**src/rtl/apb_master_cmd.sv**
```systemverilog
// APB4 requester: turns a valid/ready command stream into SETUP/ACCESS transfers, one response per command.
// Define APB_MASTER_INC_EN to enable op 10 (read, add cmd_wdata, write back); otherwise op 10 is reserved.
module apb_master_cmd #(
    parameter int ADDR_W  = 32,
    parameter int DATA_W  = 32,
    parameter int TIMEOUT = 16
) (
    input  logic                  clk,
    input  logic                  reset,
    input  logic                  cmd_valid_i,
    output logic                  cmd_ready_o,
    input  logic [1:0]            cmd_op_i,
    input  logic [ADDR_W-1:0]     cmd_addr_i,
    input  logic [DATA_W-1:0]     cmd_wdata_i,
    input  logic [DATA_W/8-1:0]   cmd_strb_i,
    output logic                  rsp_valid_o,
    output logic [DATA_W-1:0]     rsp_rdata_o,
    output logic                  rsp_err_o,
    output logic                  rsp_timeout_o,
    output logic                  psel_o,
    output logic                  penable_o,
    output logic [ADDR_W-1:0]     paddr_o,
    output logic                  pwrite_o,
    output logic [DATA_W-1:0]     pwdata_o,
    output logic [DATA_W/8-1:0]   pstrb_o,
    input  logic                  pready_i,
    input  logic [DATA_W-1:0]     prdata_i,
    input  logic                  pslverr_i
);
    localparam int STRB_W = DATA_W / 8;
    localparam int CNT_W  = (TIMEOUT > 0) ? $clog2(TIMEOUT + 1) : 1;
    // Abort fires on the TIMEOUT-th low-ready ACCESS cycle, when the counter holds TIMEOUT-1.
    localparam logic [CNT_W-1:0] CNT_LAST = (TIMEOUT > 0) ? CNT_W'(TIMEOUT - 1) : {CNT_W{1'b0}};

    typedef enum logic [2:0] {
        S_IDLE    = 3'd0,
        S_SETUP   = 3'd1,
        S_ACCESS  = 3'd2,
        S_WSETUP  = 3'd3,
        S_WACCESS = 3'd4,
        S_RSVD    = 3'd5
    } state_t;

    state_t              state_q, state_d;
    logic                psel_q, psel_d, penable_q, penable_d, pwrite_q, pwrite_d;
    logic [ADDR_W-1:0]   paddr_q, paddr_d;
    logic [DATA_W-1:0]   pwdata_q, pwdata_d;
    logic [STRB_W-1:0]   pstrb_q, pstrb_d;
    logic [CNT_W-1:0]    cnt_q, cnt_d;
    logic                rsp_valid_q, rsp_valid_d, rsp_err_q, rsp_err_d, rsp_to_q, rsp_to_d;
    logic [DATA_W-1:0]   rsp_rdata_q, rsp_rdata_d;
    logic                op_apb_s;
    logic                timeout_hit_s;
`ifdef APB_MASTER_INC_EN
    logic                inc_q, inc_d;
    logic [DATA_W-1:0]   inc_amt_q, inc_amt_d, rd_q, rd_d;

    assign op_apb_s = (cmd_op_i != 2'b11);
`else
    assign op_apb_s = (cmd_op_i[1] == 1'b0);
`endif

    assign cmd_ready_o   = (state_q == S_IDLE);
    assign timeout_hit_s = (TIMEOUT != 0) && !pready_i && (cnt_q == CNT_LAST);

    // Next-state, APB drive and response computation.
    always_comb begin
        state_d     = state_q;
        psel_d      = psel_q;
        penable_d   = penable_q;
        paddr_d     = paddr_q;
        pwrite_d    = pwrite_q;
        pwdata_d    = pwdata_q;
        pstrb_d     = pstrb_q;
        cnt_d       = cnt_q;
        rsp_valid_d = 1'b0;
        rsp_rdata_d = rsp_rdata_q;
        rsp_err_d   = rsp_err_q;
        rsp_to_d    = rsp_to_q;
`ifdef APB_MASTER_INC_EN
        inc_d       = inc_q;
        inc_amt_d   = inc_amt_q;
        rd_d        = rd_q;
`endif
        case (state_q)
            S_IDLE: begin
                if (cmd_valid_i && op_apb_s) begin
                    state_d   = S_SETUP;
                    psel_d    = 1'b1;
                    penable_d = 1'b0;
                    paddr_d   = cmd_addr_i;
                    pwrite_d  = (cmd_op_i == 2'b01);
                    pwdata_d  = cmd_wdata_i;
                    pstrb_d   = (cmd_op_i == 2'b01) ? cmd_strb_i : {STRB_W{1'b0}};
`ifdef APB_MASTER_INC_EN
                    inc_d     = (cmd_op_i == 2'b10);
                    inc_amt_d = cmd_wdata_i;
`endif
                end else if (cmd_valid_i) begin
                    state_d = S_RSVD;
                end else begin
                    state_d = S_IDLE;
                end
            end
            S_SETUP, S_WSETUP: begin
                state_d   = (state_q == S_SETUP) ? S_ACCESS : S_WACCESS;
                penable_d = 1'b1;
                cnt_d     = {CNT_W{1'b0}};
            end
            S_ACCESS, S_WACCESS: begin
                if (pready_i) begin
`ifdef APB_MASTER_INC_EN
                    if (state_q == S_ACCESS && inc_q && !pslverr_i) begin
                        state_d   = S_WSETUP;
                        penable_d = 1'b0;
                        pwrite_d  = 1'b1;
                        pwdata_d  = prdata_i + inc_amt_q;
                        pstrb_d   = {STRB_W{1'b1}};
                        rd_d      = prdata_i;
                    end else begin
                        state_d     = S_IDLE;
                        psel_d      = 1'b0;
                        penable_d   = 1'b0;
                        rsp_valid_d = 1'b1;
                        rsp_err_d   = pslverr_i;
                        rsp_to_d    = 1'b0;
                        rsp_rdata_d = (state_q == S_WACCESS) ? rd_q :
                                      (pwrite_q ? {DATA_W{1'b0}} : prdata_i);
                    end
`else
                    state_d     = S_IDLE;
                    psel_d      = 1'b0;
                    penable_d   = 1'b0;
                    rsp_valid_d = 1'b1;
                    rsp_err_d   = pslverr_i;
                    rsp_to_d    = 1'b0;
                    rsp_rdata_d = pwrite_q ? {DATA_W{1'b0}} : prdata_i;
`endif
                end else if (timeout_hit_s) begin
                    state_d     = S_IDLE;
                    psel_d      = 1'b0;
                    penable_d   = 1'b0;
                    rsp_valid_d = 1'b1;
                    rsp_err_d   = 1'b1;
                    rsp_to_d    = 1'b1;
                    rsp_rdata_d = {DATA_W{1'b0}};
                end else begin
                    cnt_d = cnt_q + CNT_W'(1);
                end
            end
            S_RSVD: begin
                state_d     = S_IDLE;
                rsp_valid_d = 1'b1;
                rsp_err_d   = 1'b1;
                rsp_to_d    = 1'b0;
                rsp_rdata_d = {DATA_W{1'b0}};
            end
            default: begin
                state_d   = S_IDLE;
                psel_d    = 1'b0;
                penable_d = 1'b0;
            end
        endcase
    end

    // State, APB output and response registers.
    always_ff @(posedge clk or posedge reset) begin
        if (reset) begin
            state_q     <= S_IDLE;
            psel_q      <= 1'b0;
            penable_q   <= 1'b0;
            paddr_q     <= {ADDR_W{1'b0}};
            pwrite_q    <= 1'b0;
            pwdata_q    <= {DATA_W{1'b0}};
            pstrb_q     <= {STRB_W{1'b0}};
            cnt_q       <= {CNT_W{1'b0}};
            rsp_valid_q <= 1'b0;
            rsp_rdata_q <= {DATA_W{1'b0}};
            rsp_err_q   <= 1'b0;
            rsp_to_q    <= 1'b0;
        end else begin
            state_q     <= state_d;
            psel_q      <= psel_d;
            penable_q   <= penable_d;
            paddr_q     <= paddr_d;
            pwrite_q    <= pwrite_d;
            pwdata_q    <= pwdata_d;
            pstrb_q     <= pstrb_d;
            cnt_q       <= cnt_d;
            rsp_valid_q <= rsp_valid_d;
            rsp_rdata_q <= rsp_rdata_d;
            rsp_err_q   <= rsp_err_d;
            rsp_to_q    <= rsp_to_d;
        end
    end

`ifdef APB_MASTER_INC_EN
    // Increment-only command state: flag, addend and the original read value.
    always_ff @(posedge clk or posedge reset) begin
        if (reset) begin
            inc_q     <= 1'b0;
            inc_amt_q <= {DATA_W{1'b0}};
            rd_q      <= {DATA_W{1'b0}};
        end else begin
            inc_q     <= inc_d;
            inc_amt_q <= inc_amt_d;
            rd_q      <= rd_d;
        end
    end
`endif

    assign rsp_valid_o   = rsp_valid_q;
    assign rsp_rdata_o   = rsp_rdata_q;
    assign rsp_err_o     = rsp_err_q;
    assign rsp_timeout_o = rsp_to_q;
    assign psel_o        = psel_q;
    assign penable_o     = penable_q;
    assign paddr_o       = paddr_q;
    assign pwrite_o      = pwrite_q;
    assign pwdata_o      = pwdata_q;
    assign pstrb_o       = pstrb_q;
endmodule

```
**config.mk**
```make
export PLATFORM = sky130hd
export DESIGN_NAME = apb_master_cmd
export DESIGN_NICKNAME = d
export VERILOG_FILES = /design/src/rtl/apb_master_cmd.sv
export SDC_FILE = /design/constraint.sdc
export NUM_CORES = 1
export LEC_CHECK = 0
export ABC_AREA = 1
export CAP_MARGIN = 20
export CELL_PAD_IN_SITES_DETAIL_PLACEMENT = 0
export CELL_PAD_IN_SITES_GLOBAL_PLACEMENT = 1
export CORE_AREA = 5 5 142 144
export CTS_CLUSTER_DIAMETER = 120
export DETAILED_ROUTE_END_ITERATION = 8
export DIE_AREA = 0 0 147 149
export GPL_TIMING_DRIVEN = 0
export PLACE_DENSITY = 0.75
export SKIP_CTS_REPAIR_TIMING = 1
export SLEW_MARGIN = 20
export SYNTH_ARGS = -nofsm -noshare
export SYNTH_HDL_FRONTEND = slang
export SYNTH_SLANG_ARGS = --single-unit
```
**constraint.sdc**
```tcl
create_clock -name clk -period 3.3 [get_ports clk]
set_input_delay 0.33 -clock clk [delete_from_list [all_inputs] [get_ports clk]]
set_output_delay 0.33 -clock clk [all_outputs]
set_load 0.005 [all_outputs]
```
**Routed metal per tile**

29 x 30 tiles, from white (low) to dark blue (high), scaled to the fullest tile. Values are wire area over tile area, all layers added.
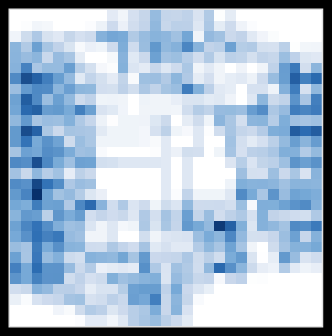
tiles over half the peak: 17%
densest ninth of the die: left middle
emptiest ninth of the die: middle
mean over tiles: 0.11
nearly empty tiles: 18%
fullest tile: 0.40

**The metal 1 layer**

Scale bar: 50 µm.
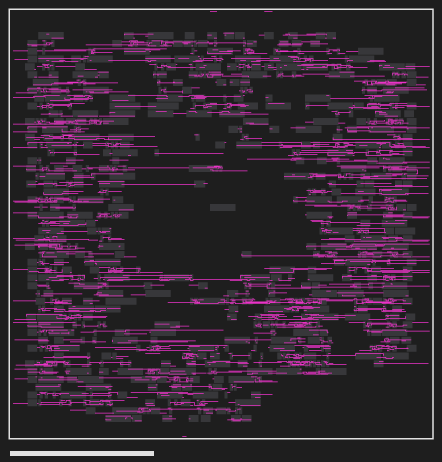
longest straight run: 34.0 µm
share of all routed wire: 45%
main direction: horizontal
nets with wire on the layer: 767
wire length on this layer: 6600 µm

**Routing congestion map**

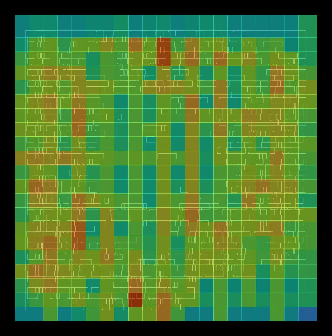
wire per inst: 14.6 µm
GRT Util Overall: 13.6%
Final Util: 41.3%
GR met1 Demand/Resource: 17.3%

**Routed metal, one color a layer**

Scale bar: 50 µm. Two of the layers only.
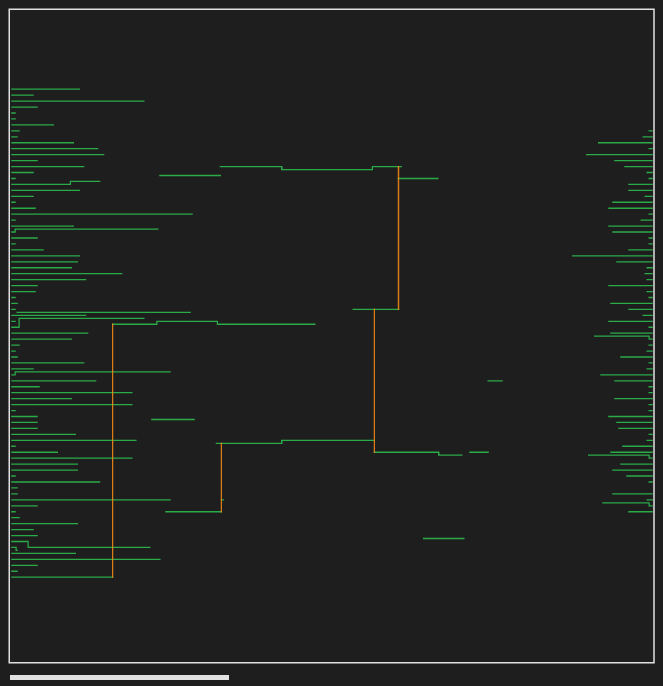
| layer | color | wire length |
|---|---|---|
| M3 | green | 1580 µm |
| M4 | orange | 139 µm |

flip-flops by register name, indices dropped and copies added (netlist names), 3 cells and up:
register     count
pwdata_o        32
cnt_q            5
pstrb_o          4
paddr_o         32
rsp_rdata_o     32
state_q          3
cell usage in the layout, fill, tap and decap left out, types with 2 or more instances in the layout:
master,instances
nand2_1,293
nor2_1,6
clkinv_4,2
inv_6,3
dfrtp_1,114
o211ai_1,2
buf_2,19
buf_4,3
inv_1,12
buf_12,4
clkbuf_16,17
bufinv_16,3
ha_1,2
nand3b_1,3
clkdlybuf4s50_1,213
nand3_1,49
o21ai_0,3
buf_6,2
clkinvlp_4,7
nor2_4,3
critical path, cell delays in order (launching register included):
cell and delay (ns):
dfrtp_1 0.42, ha_1 0.24, nand2_1 0.07, nor2_1 0.04, ha_1 0.18, nor2_1 0.26, nand3b_1 0.35, buf_2 0.30
nand3_1 0.10, nand2_1 0.07
stage by stage:
| stage | hold slack, ns | setup slack, ns | cells | instance area (µm²) |
|---|---|---|---|---|
| finish | 0.229 | 1.21 | 1002 | 7680 |
| global route | 0.221 | 1.01 | 1002 | 7680 |
| detailed placement | 0.457 | 1.19 | 970 | 7070 |
| CTS | 0.211 | 1.17 | 1002 | 7680 |
| global placement | 0.453 | 0.248 | 966 | 6990 |
| floorplan | 0.442 | 1.57 | 519 | 4570 |
cells by family (layout without fill, tap and decap cells):
logic type / Yosys count / after routing / share of synthesized area, %
flops: 114 / 114 / 62.5
xor+xnor: 1 / 1 / 0.192
simple gates: 357 / 357 / 31.6
buf+inv: 38 / 287 / 4.22
compound gates: 7 / 7 / 0.932
fa+ha+maj: 2 / 2 / 0.548
==> results.ini <==
[critical_path]
critPathArrivalTime_ns = 2.43
r2r_cells = 9
worst_r2r_endpoint = rsp_rdata_o[21]$_DFFE_PP0P_
crit_start = cnt_q[0]$_DFFE_PP0P_
cp_data_required_time_ns = 3.64
r2r_slack_ns = 1.21
cp_max_fo = 10
crit_path_end = rsp_rdata_o[21]$_DFFE_PP0P_

[cells_and_area]
nFlopsAndLatches = 114
syn2layout_area_growth_pct = 68.3
antenna_cells = 0
inverters = 14
clock_buffers = 17
seq_share_pct = 37.1
seq_area_um2 = 2850
final_nets = 864
buffer_area_share_pct = 30.6
logic_area_um2 = 1520
comb_area_share_pct = 19.8
n_fill_cell = 1877
logic_gates = 367
drive_gt1_share_pct = 8.72

[detailed_routing]
drt-initial-drc-count = 122
drt-vias-per-instance = 4.13
drt-met1-wl_mm = 6.60
routed_wl_mm = 14.6
ant_nets = 0
drc_errors = 0

[logic_synthesis]
topCellsByArea = dfrtp_1, nand2_1, nand3_1
yosysCellCount = 519
fp_nets = 628
top_cell_area_share_pct = 62.5
avgSynthCellArea_um2 = 8.79
yosys_warnings = 0
ys_top_cells_by_count = nand2_1, dfrtp_1, nand3_1, buf_2, inv_1
yosysTopAreaCell = dfrtp_1
yosys-stat-area_um2 = 4560
edf_count = 0
ys_ff = 114
ys_seq_share_pct = 62.5

[place]
portBuffers = 213
gp_congestion = 0.728
dpl.hpwl_mm = 10.8

[power_and_ir_drop]
power_uw = 6960
ir_drop_v = 0.000363
p_leak_uw = 0.00375
p_per_area_nw_per_um2 = 906
comb_power_uw = 2680
combinationalPowerShare_pct = 38.6
power-top-group = combinational cells
clk-power_uw = 1880
power.internal_uw = 4770

[final_timing]
worstMarginPinSlew_ns = 0.438
maxSlewHeadroom_pct = 70.7
finalSetupViolCount = 0
fin_crit_ns = 2.09
drv_slew = 0
finalHoldViolations = 0
finalCritPeriodShare_pct = 63.3
skew_ns = 0.00604
rsz0062_at_grt = no

[floorplan]
rows = 50
fp.dieH_um = 149
core_um2 = 18600
chipArea_um2 = 21900
io-pin-count = 214

[clocking]
cts_sinks = 114
cts_root_buf = clkbuf_16
clock_latency_ns = 0.41
clk_pin_slew_ns = 0.06
cts-buffers-inserted = 17

[global_route]
grt_overflow = 0
top_usage_layer = met2
grt_pass1_wl_mm = 23.3
grt_pass1_vias = 4214
use_met3_pct = 7.17

[status]
status = finished, final reports clean

[run]
log.warning_count = 26
maxCapViolations = 0

Power is estimated from default activity; no workload was simulated.
